Figure 1. Metal 2 (run 1).
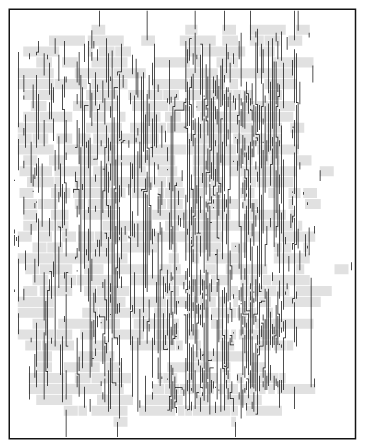
Figure 2. Logic cells by family (run 1).
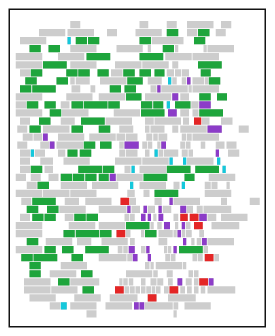
Figure 3. Where the registers sit (run 1).
Other sequential cells in the stronger gray, the rest of the logic in the fainter gray.
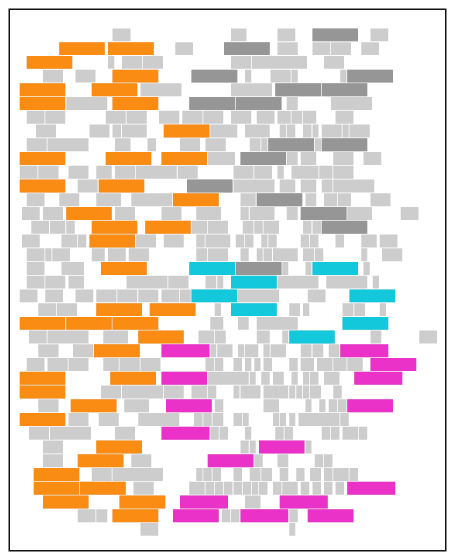
[config.mk]
export PLATFORM = sky130hd
export DESIGN_NAME = bpred_btb_flat
export DESIGN_NICKNAME = d
export VERILOG_FILES = /design/src/rtl/bpred_btb_if.sv /design/src/rtl/bpred_btb.sv /design/src/flat_wrapper.sv
export SDC_FILE = /design/constraint.sdc
export NUM_CORES = 1
export LEC_CHECK = 0
export ABC_CLOCK_PERIOD_IN_PS = 5260
export CAP_MARGIN = 5
export CORE_ASPECT_RATIO = 1.25
export CORE_MARGIN = 1.5
export CORE_UTILIZATION = 50
export CTS_CLUSTER_SIZE = 16
export DETAILED_ROUTE_END_ITERATION = 12
export GPL_TIMING_DRIVEN = 0
export PLACE_DENSITY = 0.72
export SLEW_MARGIN = 10
export SYNTH_ARGS = -nofsm -noshare
export SYNTH_HDL_FRONTEND = slang
export SYNTH_SLANG_ARGS = --single-unit
[constraint.sdc]
create_clock -name clk -period 5.26 [get_ports clk]
set_input_delay 1.052 -clock clk [delete_from_list [all_inputs] [get_ports clk]]
set_output_delay 1.052 -clock clk [all_outputs]
set_load 0.03 [all_outputs]
[src/rtl/bpred_btb_if.sv]
// Fetch/execute-side bundle for the bpred_btb branch target buffer.
// Stat counter signals exist only when BPRED_STATS_EN is defined.
interface bpred_btb_if #(
  parameter int Psize = 5
);
  logic [Psize-1:0] pc;
  logic [Psize-1:0] pc_plus;
  logic             take_branch;
  logic [Psize-1:0] predicted_target;
  logic             hit;
  logic             upd_valid;
  logic [Psize-1:0] upd_pc;
  logic             upd_taken;
  logic [Psize-1:0] upd_target;
  logic             upd_mispredict;
  logic             flush;
`ifdef BPRED_STATS_EN
  logic [15:0]      stat_updates;
  logic [15:0]      stat_mispredicts;
  logic [15:0]      stat_allocs;
`endif

  modport master (
`ifdef BPRED_STATS_EN
    input  stat_updates, stat_mispredicts, stat_allocs,
`endif
    output pc, upd_valid, upd_pc, upd_taken, upd_target, upd_mispredict, flush,
    input  pc_plus, take_branch, predicted_target, hit
  );

  modport slave (
`ifdef BPRED_STATS_EN
    output stat_updates, stat_mispredicts, stat_allocs,
`endif
    input  pc, upd_valid, upd_pc, upd_taken, upd_target, upd_mispredict, flush,
    output pc_plus, take_branch, predicted_target, hit
  );
endinterface

[src/rtl/bpred_btb.sv]
// Direct-mapped BTB with per-entry saturating direction counters.
// Optional statistics counters are compiled in with BPRED_STATS_EN.
module bpred_btb #(
  parameter int Psize    = 5,
  parameter int ENTRIES  = 8,
  parameter int CTR_BITS = 2
) (
  input  logic       clk,
  input  logic       reset,
  bpred_btb_if.slave bus
);
  localparam int IDX   = $clog2(ENTRIES);
  localparam int TAG_W = Psize - IDX;
  localparam logic [CTR_BITS-1:0] CTR_MAX = {CTR_BITS{1'b1}};
  localparam logic [CTR_BITS-1:0] CTR_WT  = CTR_BITS'(1 << (CTR_BITS - 1));
  localparam logic [CTR_BITS-1:0] CTR_WNT = CTR_BITS'((1 << (CTR_BITS - 1)) - 1);

  logic                valid_reg  [ENTRIES];
  logic [TAG_W-1:0]    tag_reg    [ENTRIES];
  logic [Psize-1:0]    target_reg [ENTRIES];
  logic [CTR_BITS-1:0] ctr_reg    [ENTRIES];

  // Fetch-side lookup: purely combinational on pre-edge state, no bypass
  logic [IDX-1:0]   look_idx;
  logic [TAG_W-1:0] look_tag;
  logic             look_hit;

  assign look_idx = bus.pc[IDX-1:0];
  assign look_tag = bus.pc[Psize-1:IDX];
  assign look_hit = valid_reg[look_idx] && (tag_reg[look_idx] == look_tag);

  assign bus.pc_plus          = bus.pc + Psize'(1);
  assign bus.hit              = look_hit;
  assign bus.take_branch      = look_hit && ctr_reg[look_idx][CTR_BITS-1];
  assign bus.predicted_target = bus.take_branch ? target_reg[look_idx] : bus.pc_plus;

  // Execute-side training decode
  logic [IDX-1:0]   upd_idx;
  logic [TAG_W-1:0] upd_tag;
  logic             upd_hit;
  logic             upd_live;
  logic             upd_alloc;

  assign upd_idx   = bus.upd_pc[IDX-1:0];
  assign upd_tag   = bus.upd_pc[Psize-1:IDX];
  assign upd_hit   = valid_reg[upd_idx] && (tag_reg[upd_idx] == upd_tag);
  assign upd_live  = bus.upd_valid && !bus.flush;
  assign upd_alloc = upd_live && !upd_hit && bus.upd_taken;

  genvar gi;
  generate
    for (gi = 0; gi < ENTRIES; gi++) begin : g_entry
      logic sel;
      assign sel = upd_live && (upd_idx == IDX'(gi));

      always_ff @(posedge clk or posedge reset) begin
        if (reset) begin
          valid_reg[gi]  <= 1'b0;
          tag_reg[gi]    <= '0;
          target_reg[gi] <= '0;
          ctr_reg[gi]    <= CTR_WNT;
        end else if (bus.flush) begin
          valid_reg[gi]  <= 1'b0;
        end else if (sel) begin
          if (upd_hit) begin
            if (bus.upd_taken) begin
              target_reg[gi] <= bus.upd_target;
              if (ctr_reg[gi] != CTR_MAX)
                ctr_reg[gi] <= ctr_reg[gi] + CTR_BITS'(1);
            end else if (ctr_reg[gi] != '0) begin
              ctr_reg[gi] <= ctr_reg[gi] - CTR_BITS'(1);
            end
          end else if (bus.upd_taken) begin
            // Allocation replaces whatever aliased branch held this slot
            valid_reg[gi]  <= 1'b1;
            tag_reg[gi]    <= upd_tag;
            target_reg[gi] <= bus.upd_target;
            ctr_reg[gi]    <= CTR_WT;
          end
        end
      end
    end
  endgenerate

`ifdef BPRED_STATS_EN
  logic [15:0] updates_reg, mispredicts_reg, allocs_reg;

  always_ff @(posedge clk or posedge reset) begin
    if (reset) begin
      updates_reg     <= '0;
      mispredicts_reg <= '0;
      allocs_reg      <= '0;
    end else begin
      if (upd_live && updates_reg != 16'hFFFF)
        updates_reg <= updates_reg + 16'd1;
      if (upd_live && bus.upd_mispredict && mispredicts_reg != 16'hFFFF)
        mispredicts_reg <= mispredicts_reg + 16'd1;
      if (upd_alloc && allocs_reg != 16'hFFFF)
        allocs_reg <= allocs_reg + 16'd1;
    end
  end

  assign bus.stat_updates     = updates_reg;
  assign bus.stat_mispredicts = mispredicts_reg;
  assign bus.stat_allocs      = allocs_reg;
`else
  logic unused_alloc;
  assign unused_alloc = upd_alloc ^ bus.upd_mispredict;
`endif
endmodule

[src/flat_wrapper.sv]
// flat-port wrapper written by rule: the top's interface ports become plain ports
module bpred_btb_flat 
#(
  parameter int Psize    = 5,
  parameter int ENTRIES  = 8,
  parameter int CTR_BITS = 2
)
  (clk, reset, bus_pc, bus_upd_valid, bus_upd_pc, bus_upd_taken, bus_upd_target, bus_upd_mispredict, bus_flush, bus_pc_plus, bus_take_branch, bus_predicted_target, bus_hit);
  bpred_btb_if #(.Psize(Psize)) bus_i ();
  input  logic clk;
  input  logic reset;
  input wire logic [$bits(bus_i.pc)-1:0] bus_pc;
  input wire logic [$bits(bus_i.upd_valid)-1:0] bus_upd_valid;
  input wire logic [$bits(bus_i.upd_pc)-1:0] bus_upd_pc;
  input wire logic [$bits(bus_i.upd_taken)-1:0] bus_upd_taken;
  input wire logic [$bits(bus_i.upd_target)-1:0] bus_upd_target;
  input wire logic [$bits(bus_i.upd_mispredict)-1:0] bus_upd_mispredict;
  input wire logic [$bits(bus_i.flush)-1:0] bus_flush;
  output wire logic [$bits(bus_i.pc_plus)-1:0] bus_pc_plus;
  output wire logic [$bits(bus_i.take_branch)-1:0] bus_take_branch;
  output wire logic [$bits(bus_i.predicted_target)-1:0] bus_predicted_target;
  output wire logic [$bits(bus_i.hit)-1:0] bus_hit;
  assign bus_i.pc = bus_pc;
  assign bus_i.upd_valid = bus_upd_valid;
  assign bus_i.upd_pc = bus_upd_pc;
  assign bus_i.upd_taken = bus_upd_taken;
  assign bus_i.upd_target = bus_upd_target;
  assign bus_i.upd_mispredict = bus_upd_mispredict;
  assign bus_i.flush = bus_flush;
  assign bus_pc_plus = bus_i.pc_plus;
  assign bus_take_branch = bus_i.take_branch;
  assign bus_predicted_target = bus_i.predicted_target;
  assign bus_hit = bus_i.hit;
  bpred_btb #(.Psize(Psize), .ENTRIES(ENTRIES), .CTR_BITS(CTR_BITS)) u_core (.clk(clk), .reset(reset), .bus(bus_i));
endmodule
==> git commit body, run 1 <==
Refresh implementation metrics

* Top Layer Used: met4
- The number of antenna diodes in the final layout is 0.
- Total die size: 0.00921 sq mm
- In the global route stage, met2 resource usage came out at 41.1%.
- Per the final layout report, the fraction of cells sized above drive strength 1 comes to 31.5%.
- Result of the run: complete, no violations
* Yosys synthesis warning count: 0
* Detailed-route DRC error count: 0
* Count of fill cells added during filler insertion: 681
- Detailed placement reports a standard cell area of 0.00475 sq mm.
- Combinational logic burns 20.4% of the power.
- Cell Type Count: 48
- Final Hold Slack: 506 ps
* Avg Inst Size Synth: 12.2 sq um
- Switching power of the nets: 463 uW
- The post-synth count of flops with an enable pin is 0.
* Dominant power group: sequential cells
* Cell internal pwr: 1.14 mW
* Placement Setup Slack: -72.2 ps
- Most used routing layer in global routing: met2
- First-pass GRT wire length: 17.0 mm
## Picture notes: Figure 1
- longest straight run: 70.5 microns
- wire length on this layer: 5230 microns
- share of all routed wire: 50%
- nets with wire on the layer: 372

## Picture notes: Figure 2
- purple: NAND gates (cells 35)
- cyan: inverters (cells 13)
- red: AND-OR and OR-AND gates (cells 11)
- green: multiplexers (cells 90; where spread over the die)

## Picture notes: Figure 3
- magenta: u_core.ctr_reg (placed flops 16)
- orange: u_core.target_reg (placed flops 40)
- cyan: u_core.valid_reg (placed flops 8)
Post-Route Utilization: 59.5%
sequential standard cell area: 0.00201 sq mm
sequential share of cell area: 40.5%
Seq power: 794 uW

-- run 1: area by class of cell --
| class | instances | area share [%] |
|---|---|---|
| Buffer | 20 | 2.67 |
| Clock buffer | 9 | 2.50 |
| Clock inverter | 7 | 1.66 |
| Inverter | 13 | 1.03 |
| Multi-Input combinational cell | 242 | 43.0 |
| Sequential cell | 80 | 40.5 |
| Tap cell | 97 | 2.45 |
| Timing Repair Buffer | 29 | 6.18 |
-- run 1: cell usage after synthesis, types with 3 or more instances --
cell type	count
dfrtp_1	72
mux2_2	60
o21ai_0	30
mux4_2	20
a21oi_1	17
nand2_1	14
nor2_1	14
inv_1	13
nand3_1	11
a22o_1	9
dfstp_2	8
mux2i_1	7
clkbuf_1	6
o22ai_1	6
buf_6	5
nor2b_1	5
or3_1	5
o21ai_1	4
xnor2_1	4
buf_1	3
buf_2	3
buf_4	3
mux2_4	3
nand2b_1	3
-- run 1: cells in the final DEF, fill, tap and decap left out, types with 2 or more instances in the layout --
cell,instances
mux2i_1,7
mux2_2,60
a22o_1,9
xor2_1,2
mux4_2,20
buf_2,4
mux2_4,3
nand2_1,14
buf_4,3
clkdlybuf4s50_1,27
clkbuf_1,6
xnor2_1,4
a31oi_1,2
buf_6,5
nor3_1,2
inv_6,5
nor2b_1,5
clkbuf_8,9
or2_1,2
inv_1,12
nand2b_1,3
dfrtp_1,72
o2bb2ai_1,2
or3_1,5
nor2_1,14
o21ai_0,30
dfstp_2,8
o21ai_1,4
nand3_1,11
a21oi_1,17
nand2b_4,2
o22ai_1,6
-- run 1: critical path, delay by kind of cell --
family / cells / cell delay (ps)
buffers and inverters: 3 / 1440
muxes: 2 / 810
xor gates and xnor gates: 1 / 150
AOI/OAI and AO/OA: 1 / 180
and+or+nand+nor: 3 / 470
==> run 1 -> run 2 <==
Settings changed: CTS_CLUSTER_SIZE 16 to 10, SLEW_MARGIN 10 to unset.
==> git commit body, run 2 <==
Refresh implementation metrics

* EDFF count, synth: 0 (unchanged)
- The final routed DRC violation total is 0 (unchanged).
* Cell count after placement: 481
* R2r startpoint: u_core.tag_reg[13]
* Layout cells sized above 1: 31.3% (-0.25 points)
* Total setup buffers inserted after CTS: 0
- Avg Inst Size Synth: 12.2 sq um (unchanged)
- The count of synthesis-stage warnings from yosys came to 0 (unchanged).
- The timing report shows that the slowest cell on the worst path is clkdlybuf4s50_1.
- In the per-layer breakdown of the detailed-route log, met1 shows 4.44 mm.
* Count of fill cells added during filler insertion: 681 (unchanged)
* Cell Chain, Critical Path: clkdlybuf4s50_1, buf_4, mux4_2, xnor2_1, nand2_1, o21ai_0, and2_1, nand2_2, mux2_2, clkdlybuf4s50_1
* Area added between synthesis and finish: 14.4%
* Final Non-Filler Cells: 497
- Placement Setup Slack: -93.4 ps (-21.2 ps)
* Pwr dens: 316 mW/mm^2
- Final Wtd Congestion: 0.904
- Portion of the post-synthesis area used by sequential elements: 46.6%
* Endpoint type of the worst setup path: primary output
- At the later pin of the worst-skew pair, clock insertion delay measures 360 ps.
* Buffer-and-inverter tally for the worst setup path: 3 (unchanged)
- The script logs the ratio of routed vias to standard cells as 6.16.
- Die outline height: 107 microns
- The cell family contributing the most delay on the critical path is buffers and inverters.
* First-pass GRT wire length: 17.0 mm (+0.12%)
* Met3 Resource Use GR: 5.23%
- The core occupancy in the finished layout was 59.3% (-0.23 points).
* Cell with the most instances after synthesis: dfrtp_1
- Highest-count logic cell in the final layout: dfrtp_1
* Antenna diode instance count: 0 (unchanged)
- I/O Pins: 33
- Most frequent cells after synthesis: dfrtp_1, mux2_2, o21ai_0, mux4_2, a21oi_1
- The flow ran to the end, and the final reports show no timing, DRC or antenna violations.
* Clock period minus worst slack: 5150 ps
- The post-synthesis cell type count is 48 (unchanged).
- Port Buf Inserts: 28
* Total die size: 0.00921 sq mm (unchanged)
- In the layout the commonest cells are dfrtp_1, mux2_2, o21ai_0, clkdlybuf4s50_1, mux4_2.
- Signal nets in the final route climb as high as met4.
## run 2: repair_timing
item / CTS / global route
endpoints found under the setup margin: 3 / 0
gates resized: 4 / 0
endpoints found under the hold margin: 0 / 0
hold buffers: 0 / 0
## run 2: stage by stage
step                      hold slack [ps]  total power, mW  TNS, ps  area (sq um)
after floorplan                       472             1.02        0          4320
after global placement                482             1.11    -87.4          4720
after detailed placement              487             1.13     -160          4750
after CTS                             504             1.57        0          4940
after global routing                  515             1.63        0          4940
final                                 504             1.56        0          4940
## run 2: where the power goes
| group | switching [mW] | internal [mW] | leakage, nW |
|---|---|---|---|
| logic | 0.139 | 0.187 | 0.984 |
| registers | 0.0713 | 0.721 | 1.00 |
| clock network | 0.227 | 0.217 | 0.0920 |
| total | 0.437 | 1.12 | 2.08 |
## run 2: path summary, 6_finish.rpt
kind | end | slack (ps) | cells past startpoint
max | bus_predicted_target[4] | 110 | 10
max reg2reg | u_core.valid_reg[6] | 2940 | 9
min reg2reg | u_core.target_reg[13] | 500 | 1
min in group asynchronous | u_core.ctr_reg[1] | 950 | 2
max in group asynchronous | u_core.ctr_reg[4] | 3700 | 3
min | u_core.target_reg[13] | 500 | 1
## run 2: cell type report
type | instances | area [sq um] | share of cell area [%]
Inverter | 13 | 51.3 | 1.04
Timing Repair Buffer | 29 | 307 | 6.20
Buffer | 20 | 133 | 2.68
Multi-Input combinational cell | 242 | 2130 | 43.1
Tap cell | 97 | 121 | 2.46
Clock buffer | 10 | 128 | 2.58
Sequential cell | 80 | 2010 | 40.7
Clock inverter | 6 | 60.1 | 1.21
## run 2: worst register-to-register path: stages (launching register included)
cell and delay, ps:
dfrtp_1 420, mux2_4 280, o21a_1 180, and2_0 150, a311oi_1 250, and3b_1 210, buf_6 140, buf_2 230
buf_4 220, o22ai_1 100
Figure 4. Routing congestion map (run 2).
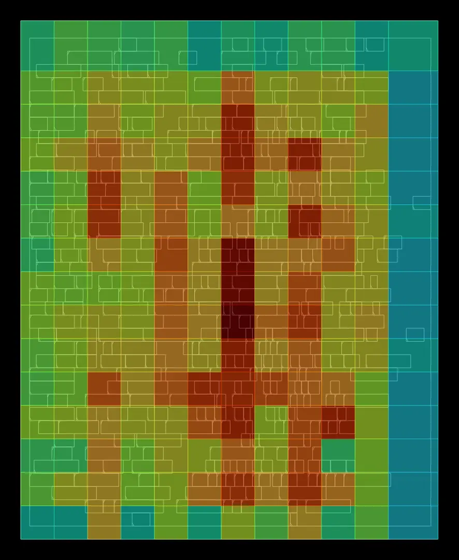
met2 Track Usage GR: 40.6%
most used routing layer in global routing: met2
global router's overall resource usage: 24.9%

No activity file was given, so power comes from the tool's default toggle rates.
